Fig. 1: M2 wires
Drawn at 3 px/µm.
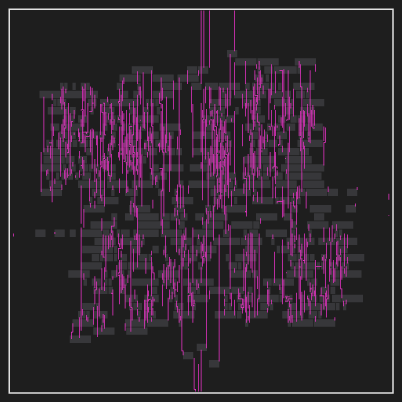
Fig. 2: clock network drawn from the DEF
Drawn at 4 px/µm.
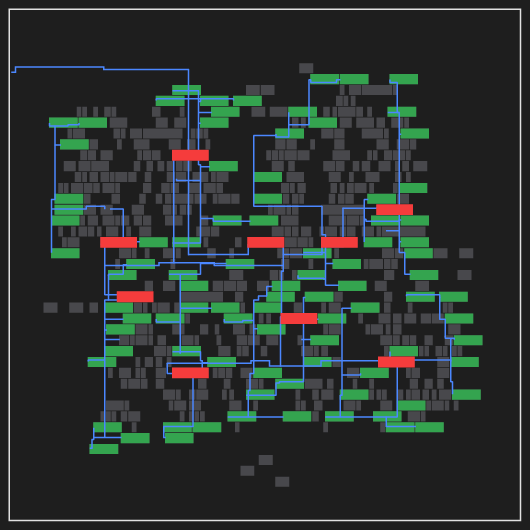
Fig. 3: pin map
Drawn at 2 px/µm. Pins as bars across the die edge, other pins in grey.
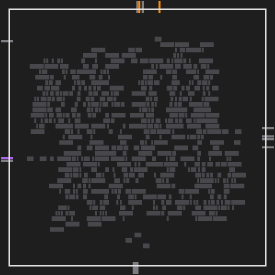
Fig. 4: placed cells, one colour a class
Drawn at 3 px/µm. Fill, decap, tap and diode cells in grey.
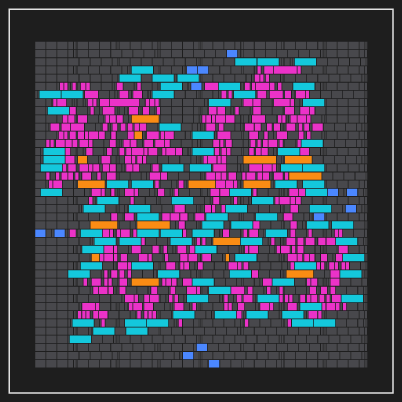
Fig. 5: clock routing
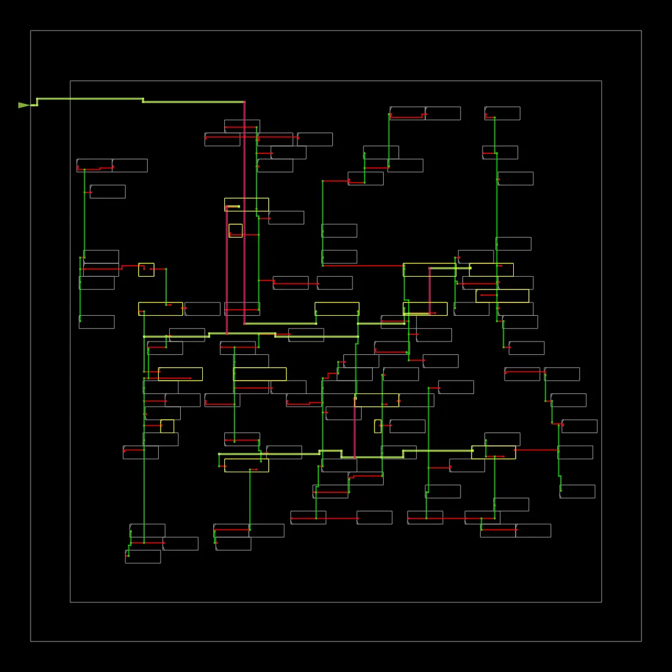
## src/rtl/btn_conditioner.sv

```systemverilog
// Per-lane button conditioner: 2-flop sync, debounce, press/release pulses,
// long-hold pulse and press-toggled state. All outputs registered.
module btn_conditioner #(
    parameter int   NUM_BTN         = 2,
    parameter int   DEBOUNCE_CYCLES = 1000000,
    parameter int   HOLD_CYCLES     = 65536,
    parameter logic TOGGLE_INIT     = 1'b1
) (
    input  logic               clk,
    input  logic               reset,
    input  logic [NUM_BTN-1:0] btn_raw,
    output logic [NUM_BTN-1:0] btn_level,
    output logic [NUM_BTN-1:0] btn_press,
    output logic [NUM_BTN-1:0] btn_release,
    output logic [NUM_BTN-1:0] btn_hold,
    output logic [NUM_BTN-1:0] btn_toggle
);

    localparam int DW = $clog2(DEBOUNCE_CYCLES + 1);
    localparam int HW = $clog2(HOLD_CYCLES + 1);
    localparam logic [DW-1:0] DEB_LAST = DW'(DEBOUNCE_CYCLES - 1);
    localparam logic [HW-1:0] HOLD_MAX = HW'(HOLD_CYCLES);

    function automatic logic [HW-1:0] hold_sat_inc(input logic [HW-1:0] cnt);
        return (cnt == HOLD_MAX) ? cnt : cnt + 1'b1;
    endfunction

    logic [NUM_BTN-1:0] s1_q, s1_d;
    logic [NUM_BTN-1:0] s2_q, s2_d;
    logic [NUM_BTN-1:0] level_q, level_d;
    logic [NUM_BTN-1:0] press_q, press_d;
    logic [NUM_BTN-1:0] release_q, release_d;
    logic [NUM_BTN-1:0] hold_q, hold_d;
    logic [NUM_BTN-1:0] fired_q, fired_d;
    logic [NUM_BTN-1:0] toggle_q, toggle_d;
    logic [DW-1:0]      deb_cnt_q  [NUM_BTN];
    logic [DW-1:0]      deb_cnt_d  [NUM_BTN];
    logic [HW-1:0]      hold_cnt_q [NUM_BTN];
    logic [HW-1:0]      hold_cnt_d [NUM_BTN];

    always_comb begin
        s1_d       = btn_raw;
        s2_d       = s1_q;
        level_d    = level_q;
        hold_d     = '0;
        fired_d    = '0;
        deb_cnt_d  = deb_cnt_q;
        hold_cnt_d = hold_cnt_q;
        for (int i = 0; i < NUM_BTN; i++) begin
            // Count only while the synced input disagrees with the accepted level;
            // any agreement (bounce back) restarts the count.
            deb_cnt_d[i] = '0;
            if (s2_q[i] != level_q[i]) begin
                if (deb_cnt_q[i] == DEB_LAST) begin
                    level_d[i] = s2_q[i];
                end else begin
                    deb_cnt_d[i] = deb_cnt_q[i] + 1'b1;
                end
            end
            hold_cnt_d[i] = level_q[i] ? hold_sat_inc(hold_cnt_q[i]) : '0;
            hold_d[i]     = level_q[i] & ~fired_q[i] & (hold_cnt_d[i] == HOLD_MAX);
            // Fired flag keeps the saturated count from re-pulsing until release.
            fired_d[i]    = level_q[i] & (fired_q[i] | hold_d[i]);
        end
        press_d   = level_d & ~level_q;
        release_d = ~level_d & level_q;
        toggle_d  = toggle_q ^ press_d;
    end

    always_ff @(posedge clk) begin
        if (reset) begin
            s1_q       <= '0;
            s2_q       <= '0;
            level_q    <= '0;
            press_q    <= '0;
            release_q  <= '0;
            hold_q     <= '0;
            fired_q    <= '0;
            toggle_q   <= {NUM_BTN{TOGGLE_INIT}};
            deb_cnt_q  <= '{default: '0};
            hold_cnt_q <= '{default: '0};
        end else begin
            s1_q       <= s1_d;
            s2_q       <= s2_d;
            level_q    <= level_d;
            press_q    <= press_d;
            release_q  <= release_d;
            hold_q     <= hold_d;
            fired_q    <= fired_d;
            toggle_q   <= toggle_d;
            deb_cnt_q  <= deb_cnt_d;
            hold_cnt_q <= hold_cnt_d;
        end
    end

    assign btn_level   = level_q;
    assign btn_press   = press_q;
    assign btn_release = release_q;
    assign btn_hold    = hold_q;
    assign btn_toggle  = toggle_q;

endmodule

```

## config.mk

```make
export PLATFORM = sky130hd
export DESIGN_NAME = btn_conditioner
export DESIGN_NICKNAME = d
export VERILOG_FILES = /design/src/rtl/btn_conditioner.sv
export SDC_FILE = /design/constraint.sdc
export NUM_CORES = 1
export LEC_CHECK = 0
export CORE_MARGIN = 8
export CORE_UTILIZATION = 35
export DETAILED_ROUTE_END_ITERATION = 6
export PLACE_DENSITY_LB_ADDON = 0.25
export SETUP_SLACK_MARGIN = 0.15
export SYNTH_ARGS = -nofsm -noshare
export SYNTH_HDL_FRONTEND = slang
export SYNTH_SLANG_ARGS = --single-unit
```

## constraint.sdc

```tcl
create_clock -name clk -period 3.65 [get_ports clk]
set_clock_uncertainty 0.05 [all_clocks]
set_input_delay 0.73 -clock clk [delete_from_list [all_inputs] [get_ports clk]]
set_output_delay 0.73 -clock clk [all_outputs]
set_load 0.01 [all_outputs]
```

==> reports/summary.rpt <==
============================================================================================
Hold Worst Slack ..............................................................     0.381 ns
Overall power .................................................................      2.05 mW
Largest area class, layout ....................................................  logic gates
H-tree depth ..................................................................            3
Largest net degree at the start of global routing .............................           21
Total Neg Setup Slack .........................................................         0 ns
Routing usage on met1 .........................................................        12.7%
Global-route wire length before repair ........................................      14.4 mm
Number of flip-flops in the largest register ..................................           40
CTS tree ......................................................................        built
Syn Std Cell Area .............................................................  0.00435 mm²
Grt total ovfl ................................................................            0
Met2 WL post-DR ...............................................................      4.00 mm
Average size of a mapped cell .................................................     8.54 µm²
Share of Yosys cell area claimed by the top area cell type ....................        41.5%
Setup WS post-layout ..........................................................     0.892 ns
Required time of the worst setup path .........................................      3.85 ns
Clk slew on worst S/H paths ...................................................      0.07 ns
Sum of buffers and inverters on the critical path .............................            0
Via count of the first global-routing pass ....................................         3112
Unrepaired setup endpoints after global routing ...............................        false
Met1 wire length ..............................................................      3.97 mm
Number of instances in the placed design ......................................          661
Share of final layout cell area taken by clock buffers and inverters ..........        7.02%
ANT cells .....................................................................            0
Cell type with the highest occurrence count on the critical path ..............      nand4_1
Number of enable-type register cells in the synthesized netlist ...............            0
Drt wl/cell ...................................................................      12.4 µm
Biggest combinational cell group after synthesis .............................. simple AND/OR/NAND/NOR gates
Cell depth of the worst setup path ............................................            7
Cell type with the highest aggregate area in the netlist ......................      dfxtp_1
Count of sequential standard cells ............................................           90
Detail Placement HPWL .........................................................      5.98 mm
Cells on Worst Hold Path ......................................................            1
Worst setup path startpoint ................................................... hold_cnt_q[17]$_SDFF_PP0_
Chip footprint ................................................................   0.0162 mm²
Violation count after the first detailed-routing iteration ....................          182
Final setup violating endpoints ...............................................            0
Warning count from the yosys run ..............................................            0
Starting density of the core ..................................................        36.0%
Max stage delay on crit path ..................................................      0.65 ns
Leakage dissipation ...........................................................      1.43 nW
Share of async-settable or async-resettable flops after synthesis .............           0%
Fraction of the mapped netlist area in adder cells ............................        1.73%
Initial antenna violation count ...............................................            0
Area share of xor/xnor cells in the synthesized design ........................        15.1%
Fraction of final layout cells sized beyond drive strength 1 ..................        5.30%
CP max stage cell .............................................................       nor4_1
Critical Path, Cell by Cell ................................................... ha_1 -> nand4_1 -> nor4_1 -> mux2_2 -> a311oi_1 -> nand4_1 -> a21oi_1
Tightest slew margin relative to the limit ....................................        50.8%
Yosys-reported design area after synthesis ....................................  0.00435 mm²
MUX area fraction .............................................................       0.950%
Non-clock buffer instance count of the final layout ...........................           13
Most used flip-flop cell after synthesis ......................................      dfxtp_1
Basic-gate share of the synthesized area counting and, or, nand and nor cells .        31.1%
Crit path to .................................................................. fired_q[0]$_SDFF_PP0_
Ports placed on the boundary ..................................................           14
Highest net fanout along the worst path .......................................           10
Number of warnings in the stage logs ..........................................           28
Topmost layer with routed signal wires ........................................         met4
Outcome ....................................................................... finished, final reports clean
Category of the worst setup path launch point .................................    flip-flop
Largest regs .................................................................. deb_cnt_q x40, hold_cnt_q x34
Clock tree buffer depth .......................................................            2
Max cap viols .................................................................            0
Hold wc startpoint ............................................................ s1_q[1]$_SDFF_PP0_
Cell Count, Final, Fillers Out ................................................          677
Combinational gate count ......................................................          373
Hold bufs inserted after CTS ..................................................            0
Worst reg2reg path startpoint ................................................. hold_cnt_q[17]$_SDFF_PP0_
Post-Place Setup Slack ........................................................     0.907 ns
Type of the most critical hold path ........................................... flip-flop to flip-flop
Share of cell area taken by flip-flops and latches ............................        36.9%
GRT Resource Usage Total ......................................................        10.8%
Post-DP Area ..................................................................  0.00454 mm²
Maximum clock rate ............................................................      363 MHz
Reg2Reg Capture Point ......................................................... fired_q[0]$_SDFF_PP0_
Crit end category .............................................................    flip-flop
Count of mapped cells out of synthesis ........................................          509
Clock root buffer master ......................................................    clkbuf_16
Final Max Tran Viols ..........................................................            0
Final Hold Fails ..............................................................            0
Commonest cells after routing, fill and taps aside ............................ nor2_1, dfxtp_1, xnor2_1, nand3_1, xor2_1
============================================================================================
-- Fig. 1 (at the start) --
wire length on this layer: 4000 µm
main direction: vertical
nets with wire on the layer: 418
M2 GR Usage: 17.9%
Final Routed Wirelength: 8.36 mm
via count: 3288

-- Fig. 2 (at the start) --
[green] flip-flops | count: 90
[red] clock drivers | count: 9
[blue] clock wires | length: 1110 µm
routed clock nets: 10
worst-skew pair later-pin latency: 0.34 ns
clock-net power: 1.05 mW
clock group share of total power: 51.2%

-- Fig. 3 (at the start) --
| colour | port | pins | direction | edge |
|---|---|---|---|---|
| purple | reset | 1 | input | left |
| orange | btn_hold | 2 | output | top |
width of the die: 127 µm
buffers added on ports: 13
height of the die: 127 µm

-- Fig. 4 (at the start) --
| colour | class | cells | share of their area |
|---|---|---|---|
| cyan | flops | 90 | 39% |
| orange | clock drivers and dummy loads | 16 | 7.3% |
| blue | other buffers and delay cells | 13 | 2.8% |
| magenta | combinational and other logic | 390 | 51% |
floorplan core area: 0.0121 mm²
number of standard-cell rows in the floorplan: 40
post-layout instance area: 0.00488 mm²

-- Fig. 5 (at the start) --
clk sink count: 90
cts bufs inserted: 9

cells in the mapped netlist (2+ instances only):
cell / n
o2111ai_1: 2
nor2_1: 100
nand4_1: 20
nand3_1: 34
ha_1: 6
nand2_1: 23
inv_1: 17
nor4b_1: 6
dfxtp_1: 90
o21ai_0: 6
buf_6: 2
xnor2_1: 41
xor2_1: 34
mux2i_1: 3
and3_1: 5
clkbuf_1: 14
nor3b_1: 4
buf_2: 8
nor3_1: 18
nor2b_1: 10
or4_1: 3
nor4_1: 14
nor4_2: 2
a21oi_1: 6
nand2b_1: 6
and4_1: 2
clkbuf_2: 2
buf_4: 3
or3_1: 5
where the power goes:
part / internal (mW) / switching [mW]
sequential: 0.985 / 0.00182
clock: 0.671 / 0.376
combinational: 0.00575 / 0.00798
total: 1.66 / 0.386
Power and IR drop assume default switching activity.
